===== config.mk =====
export PLATFORM = sky130hd
export DESIGN_NAME = style_flag_sequencer
export DESIGN_NICKNAME = d
export VERILOG_FILES = /design/src/rtl/style_seq_pkg.sv /design/src/rtl/style_rr_arbiter.sv /design/src/rtl/style_flag_sequencer.sv
export SDC_FILE = /design/constraint.sdc
export NUM_CORES = 1
export LEC_CHECK = 0
export ABC_AREA = 1
export CORE_AREA = 4 4 210 212
export CTS_CLUSTER_DIAMETER = 100
export DETAILED_ROUTE_END_ITERATION = 10
export DIE_AREA = 0 0 214 216
export HOLD_SLACK_MARGIN = 0.02
export SYNTH_ARGS = -nofsm -noshare
export SYNTH_HDL_FRONTEND = slang
export SYNTH_HIERARCHICAL = 1
export SYNTH_SLANG_ARGS = --single-unit

===== constraint.sdc =====
create_clock -name clk -period 2.8 [get_ports clk]
set_input_delay 0.28 -clock clk [delete_from_list [all_inputs] [get_ports clk]]
set_output_delay 0.28 -clock clk [all_outputs]
set_load 0.01 [all_outputs]

===== src/rtl/style_seq_pkg.sv =====
// Shared constants for the noninherited_flags write sequencer: state encoding,
// register width, field positions and named field codes for building masks.
package style_seq_pkg;

  localparam int unsigned NONINHERITED_W = 59;

  typedef enum logic [1:0] {
    IDLE  = 2'd0,
    CLEAR = 2'd1,
    ARB   = 2'd2,
    DONE  = 2'd3
  } seq_state_e;

  localparam int unsigned DISPLAY_LSB    = 0;
  localparam int unsigned DISPLAY_W      = 5;
  localparam int unsigned STYLE_TYPE_LSB = 36;
  localparam int unsigned STYLE_TYPE_W   = 6;

  localparam logic [DISPLAY_W-1:0] DISPLAY_INLINE       = 5'd0;
  localparam logic [DISPLAY_W-1:0] DISPLAY_BLOCK        = 5'd1;
  localparam logic [DISPLAY_W-1:0] DISPLAY_LIST_ITEM    = 5'd2;
  localparam logic [DISPLAY_W-1:0] DISPLAY_INLINE_BLOCK = 5'd3;
  localparam logic [DISPLAY_W-1:0] DISPLAY_TABLE        = 5'd4;
  localparam logic [DISPLAY_W-1:0] DISPLAY_INLINE_TABLE = 5'd5;
  localparam logic [DISPLAY_W-1:0] DISPLAY_NONE         = 5'd16;

  localparam logic [STYLE_TYPE_W-1:0] NOPSEUDO = 6'd0;

  // Contiguous mask covering [lsb +: width] of the flag register.
  function automatic logic [NONINHERITED_W-1:0] field_mask(input int unsigned lsb,
                                                           input int unsigned width);
    logic [NONINHERITED_W-1:0] m;
    m = '0;
    for (int unsigned b = 0; b < NONINHERITED_W; b++) begin
      if (b >= lsb && b < lsb + width) m[b] = 1'b1;
    end
    return m;
  endfunction

  function automatic logic [NONINHERITED_W-1:0] display_bits(input logic [DISPLAY_W-1:0] code);
    return NONINHERITED_W'(code) << DISPLAY_LSB;
  endfunction

  function automatic logic [NONINHERITED_W-1:0] style_type_bits(input logic [STYLE_TYPE_W-1:0] code);
    return NONINHERITED_W'(code) << STYLE_TYPE_LSB;
  endfunction

endpackage


===== src/rtl/style_rr_arbiter.sv =====
// NREQ-way round-robin arbiter: one-hot grant to the first request at or after
// the pointer; the pointer moves just past the winner on every grant.
module style_rr_arbiter #(
  parameter int unsigned NREQ = 4,
  localparam int unsigned IDX_W = (NREQ > 1) ? $clog2(NREQ) : 1
) (
  input  logic            clk,
  input  logic            reset,
  input  logic [NREQ-1:0] i_req,
  output logic [NREQ-1:0] o_grant,
  output logic            o_grant_vld
);

  localparam logic [IDX_W:0] NREQ_L = (IDX_W+1)'(NREQ);

  logic [IDX_W-1:0] r_ptr;
  logic [NREQ-1:0]  w_rot;
  logic             w_hit;
  logic [IDX_W-1:0] w_off;
  logic [IDX_W:0]   w_sum;
  logic [IDX_W:0]   w_nxt;
  logic [IDX_W-1:0] w_idx;
  logic [IDX_W-1:0] w_ptr_next;

  // Rotate requests so bit 0 is the pointer position, then take the lowest set bit.
  always_comb begin
    w_hit = 1'b0;
    w_off = '0;
    w_rot = NREQ'({i_req, i_req} >> r_ptr);
    for (int unsigned k = 0; k < NREQ; k++) begin
      if (w_rot[k] && !w_hit) begin
        w_hit = 1'b1;
        w_off = IDX_W'(k);
      end
    end
    w_sum = {1'b0, r_ptr} + {1'b0, w_off};
    if (w_sum >= NREQ_L) w_sum = w_sum - NREQ_L;
    w_idx = w_sum[IDX_W-1:0];
    w_nxt = {1'b0, w_idx} + (IDX_W+1)'(1);
    if (w_nxt == NREQ_L) w_nxt = '0;
    w_ptr_next = w_nxt[IDX_W-1:0];
    o_grant = '0;
    for (int unsigned n = 0; n < NREQ; n++) begin
      o_grant[n] = w_hit && (w_idx == IDX_W'(n));
    end
    o_grant_vld = w_hit;
  end

  always_ff @(posedge clk) begin
    if (reset) begin
      r_ptr <= '0;
    end else if (w_hit) begin
      r_ptr <= w_ptr_next;
    end
  end

endmodule


===== src/rtl/style_flag_sequencer.sv =====
// Serialises masked read-modify-writes from property handlers into one element's
// noninherited_flags register per resolve pass. Optional STYLE_SEQ_WATCHDOG_EN adds a stall watchdog.
module style_flag_sequencer
  import style_seq_pkg::*;
#(
  parameter int unsigned  NREQ          = 4,
  parameter int unsigned  W             = NONINHERITED_W,
  parameter logic [W-1:0] DEFAULT_FLAGS = '0
`ifdef STYLE_SEQ_WATCHDOG_EN
  ,
  parameter int unsigned  TIMEOUT       = 64
`endif
) (
  input  logic              clk,
  input  logic              reset,
  input  logic              start,
  input  logic [NREQ-1:0]   req_enable,
  input  logic [NREQ-1:0]   req_valid,
  input  logic [NREQ*W-1:0] req_mask,
  input  logic [NREQ*W-1:0] req_data,
  input  logic [NREQ-1:0]   req_last,
  output logic [NREQ-1:0]   req_ready,
  output logic              busy,
  output logic              done,
  output logic [W-1:0]      noninherited_flags
`ifdef STYLE_SEQ_WATCHDOG_EN
  ,
  output logic              timeout_err
`endif
);

  seq_state_e      r_state;
  seq_state_e      w_state_next;
  logic [W-1:0]    r_flags;
  logic [NREQ-1:0] r_finished;
  logic [NREQ-1:0] w_cand;
  logic [NREQ-1:0] w_grant;
  logic            w_gvld;
  logic [NREQ-1:0] w_fin_next;
  logic [W-1:0]    w_mask;
  logic [W-1:0]    w_data;
  logic            w_wd_hit;

  assign w_cand = (r_state == ARB) ? (req_valid & ~r_finished) : '0;

  style_rr_arbiter #(
    .NREQ(NREQ)
  ) u_arb (
    .clk        (clk),
    .reset      (reset),
    .i_req      (w_cand),
    .o_grant    (w_grant),
    .o_grant_vld(w_gvld)
  );

  // Payload of the granted requester (grant is one-hot).
  always_comb begin
    w_mask = '0;
    w_data = '0;
    for (int unsigned n = 0; n < NREQ; n++) begin
      if (w_grant[n]) begin
        w_mask = req_mask[n*W +: W];
        w_data = req_data[n*W +: W];
      end
    end
  end

  assign w_fin_next = r_finished | (w_grant & req_last);

`ifdef STYLE_SEQ_WATCHDOG_EN
  localparam int unsigned WD_W = $clog2(TIMEOUT + 1);

  logic [WD_W-1:0] r_wd;
  logic            r_timeout_err;

  assign w_wd_hit = !w_gvld && (r_wd == WD_W'(TIMEOUT - 1));

  // Counts consecutive grant-less ARB cycles; expiry aborts the pass.
  always_ff @(posedge clk) begin
    if (reset) begin
      r_wd          <= '0;
      r_timeout_err <= 1'b0;
    end else begin
      if (r_state == CLEAR || w_gvld) begin
        r_wd <= '0;
      end else if (r_state == ARB) begin
        r_wd <= r_wd + 1'b1;
      end
      if (r_state == IDLE && start) begin
        r_timeout_err <= 1'b0;
      end else if (r_state == ARB && w_wd_hit) begin
        r_timeout_err <= 1'b1;
      end
    end
  end

  assign timeout_err = r_timeout_err;
`else
  assign w_wd_hit = 1'b0;
`endif

  always_ff @(posedge clk) begin
    if (reset) begin
      r_state <= IDLE;
    end else begin
      r_state <= w_state_next;
    end
  end

  always_comb begin
    w_state_next = r_state;
    case (r_state)
      IDLE:    if (start) w_state_next = CLEAR;
      CLEAR:   w_state_next = (&r_finished) ? DONE : ARB;
      ARB:     if ((&w_fin_next) || w_wd_hit) w_state_next = DONE;
      DONE:    w_state_next = IDLE;
      default: w_state_next = IDLE;
    endcase
  end

  // Read-modify-write datapath and per-requester completion tracking.
  always_ff @(posedge clk) begin
    if (reset) begin
      r_flags    <= DEFAULT_FLAGS;
      r_finished <= '0;
    end else begin
      if (r_state == IDLE && start) begin
        r_finished <= ~req_enable;
      end else if (w_gvld) begin
        r_finished <= w_fin_next;
      end
      if (r_state == CLEAR) begin
        r_flags <= DEFAULT_FLAGS;
      end else if (w_gvld) begin
        r_flags <= (r_flags & ~w_mask) | (w_data & w_mask);
      end
    end
  end

  assign req_ready          = w_grant;
  assign busy               = (r_state != IDLE);
  assign done               = (r_state == DONE);
  assign noninherited_flags = r_flags;

endmodule


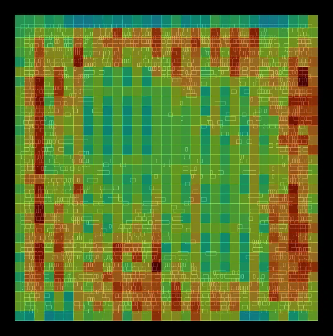
(routing congestion)
Total GRT Usage: 0.2127
Avg WL per Cell: 20.38 um
grt met1 use: 0.2330
Util after Layout: 0.3694

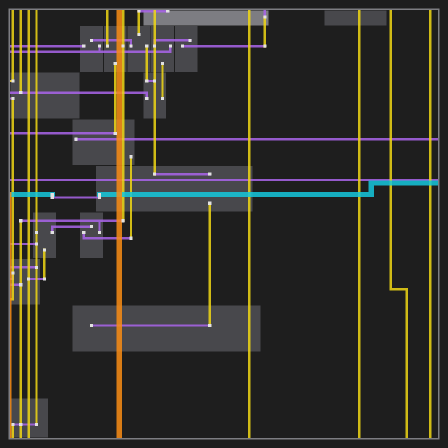
(layout detail)
Region (41, 150) to (66, 175) um. Cells in grey, sequential cells in the stronger grey; small squares are vias.
cyan -> met3
purple -> met1
yellow -> met2
orange -> met4
sequential cells in the window = 0
cells with their middle in the window = 13
most frequent = nand2_1 (5), nor2_1 (2)

==> impl_metrics.toml <==
# physical design summary
[synthesis]
yosysTopAreaCell = "nand2_1"
synth.logic.top_family = "simple AND/OR/NAND/NOR gates"
yosysSeqAreaShare = 0.1816
ff_type = "dfxtp_1"
ys_warn_count = 6
netlist_instances = 1412
synth.cell_area_um2 = 7387

[die]
die_x_um = 214

[route]
viasPerCell = 4.487
vias = 11500
dr.pass1.iters = 5

[power_and_ir_drop]
swShare = 0.5380
p_clk_w = 0.00145
leakage_nw = 7.000

[final_timing]
setup_viol_count_final = 65
clock_skew_ns = 0.007979
hold_violations = 0
rsz0062_at_grt = "true"
fin_ws_ns = -0.4231

[worst_setup_path]
cp.depth = 25
end_kind = "flip-flop"

[clocking]
ctsHoldBuffers = 0

[run_status]
status = "finished with violations"
violations = "setup timing"

[cells_and_area]
diodes = 6
drive_above_1_share = 0.1377
flops = 67

[hold_path]
hold_path_depth = 4

[placed_design]
hpwl_mm = 39.18
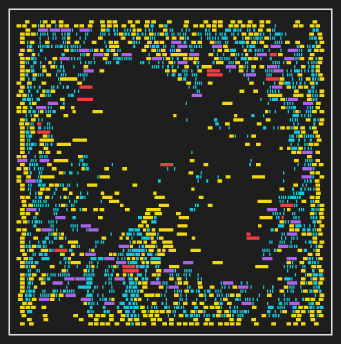
(cells coloured by class)
(1.5 px per um)
red -> clock drivers and dummy loads  # cells 16, share of their area 2.4%
cyan -> all other logic  # cells 1252, share of their area 40%
purple -> flip-flops  # cells 67, share of their area 9.1%
yellow -> other buffers and delay cells  # cells 684, share of their area 49%
Final Instance Area: 15490 um2
flop share of the area: 0.08664
Core Area: 41950 um2
Placement Rows: 75

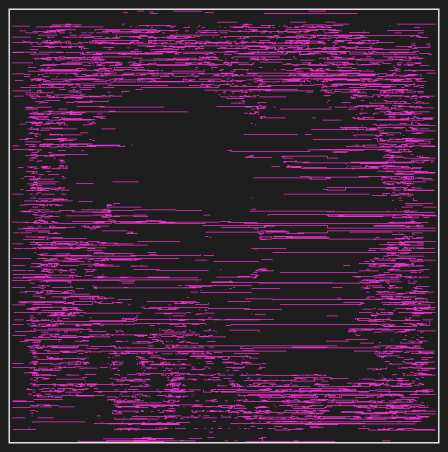
(met1 routing)
(2 px per um)
wire length on this layer = 20.6 mm
share of all routed wire = 39%
main direction = horizontal
longest straight run = 88.3 um

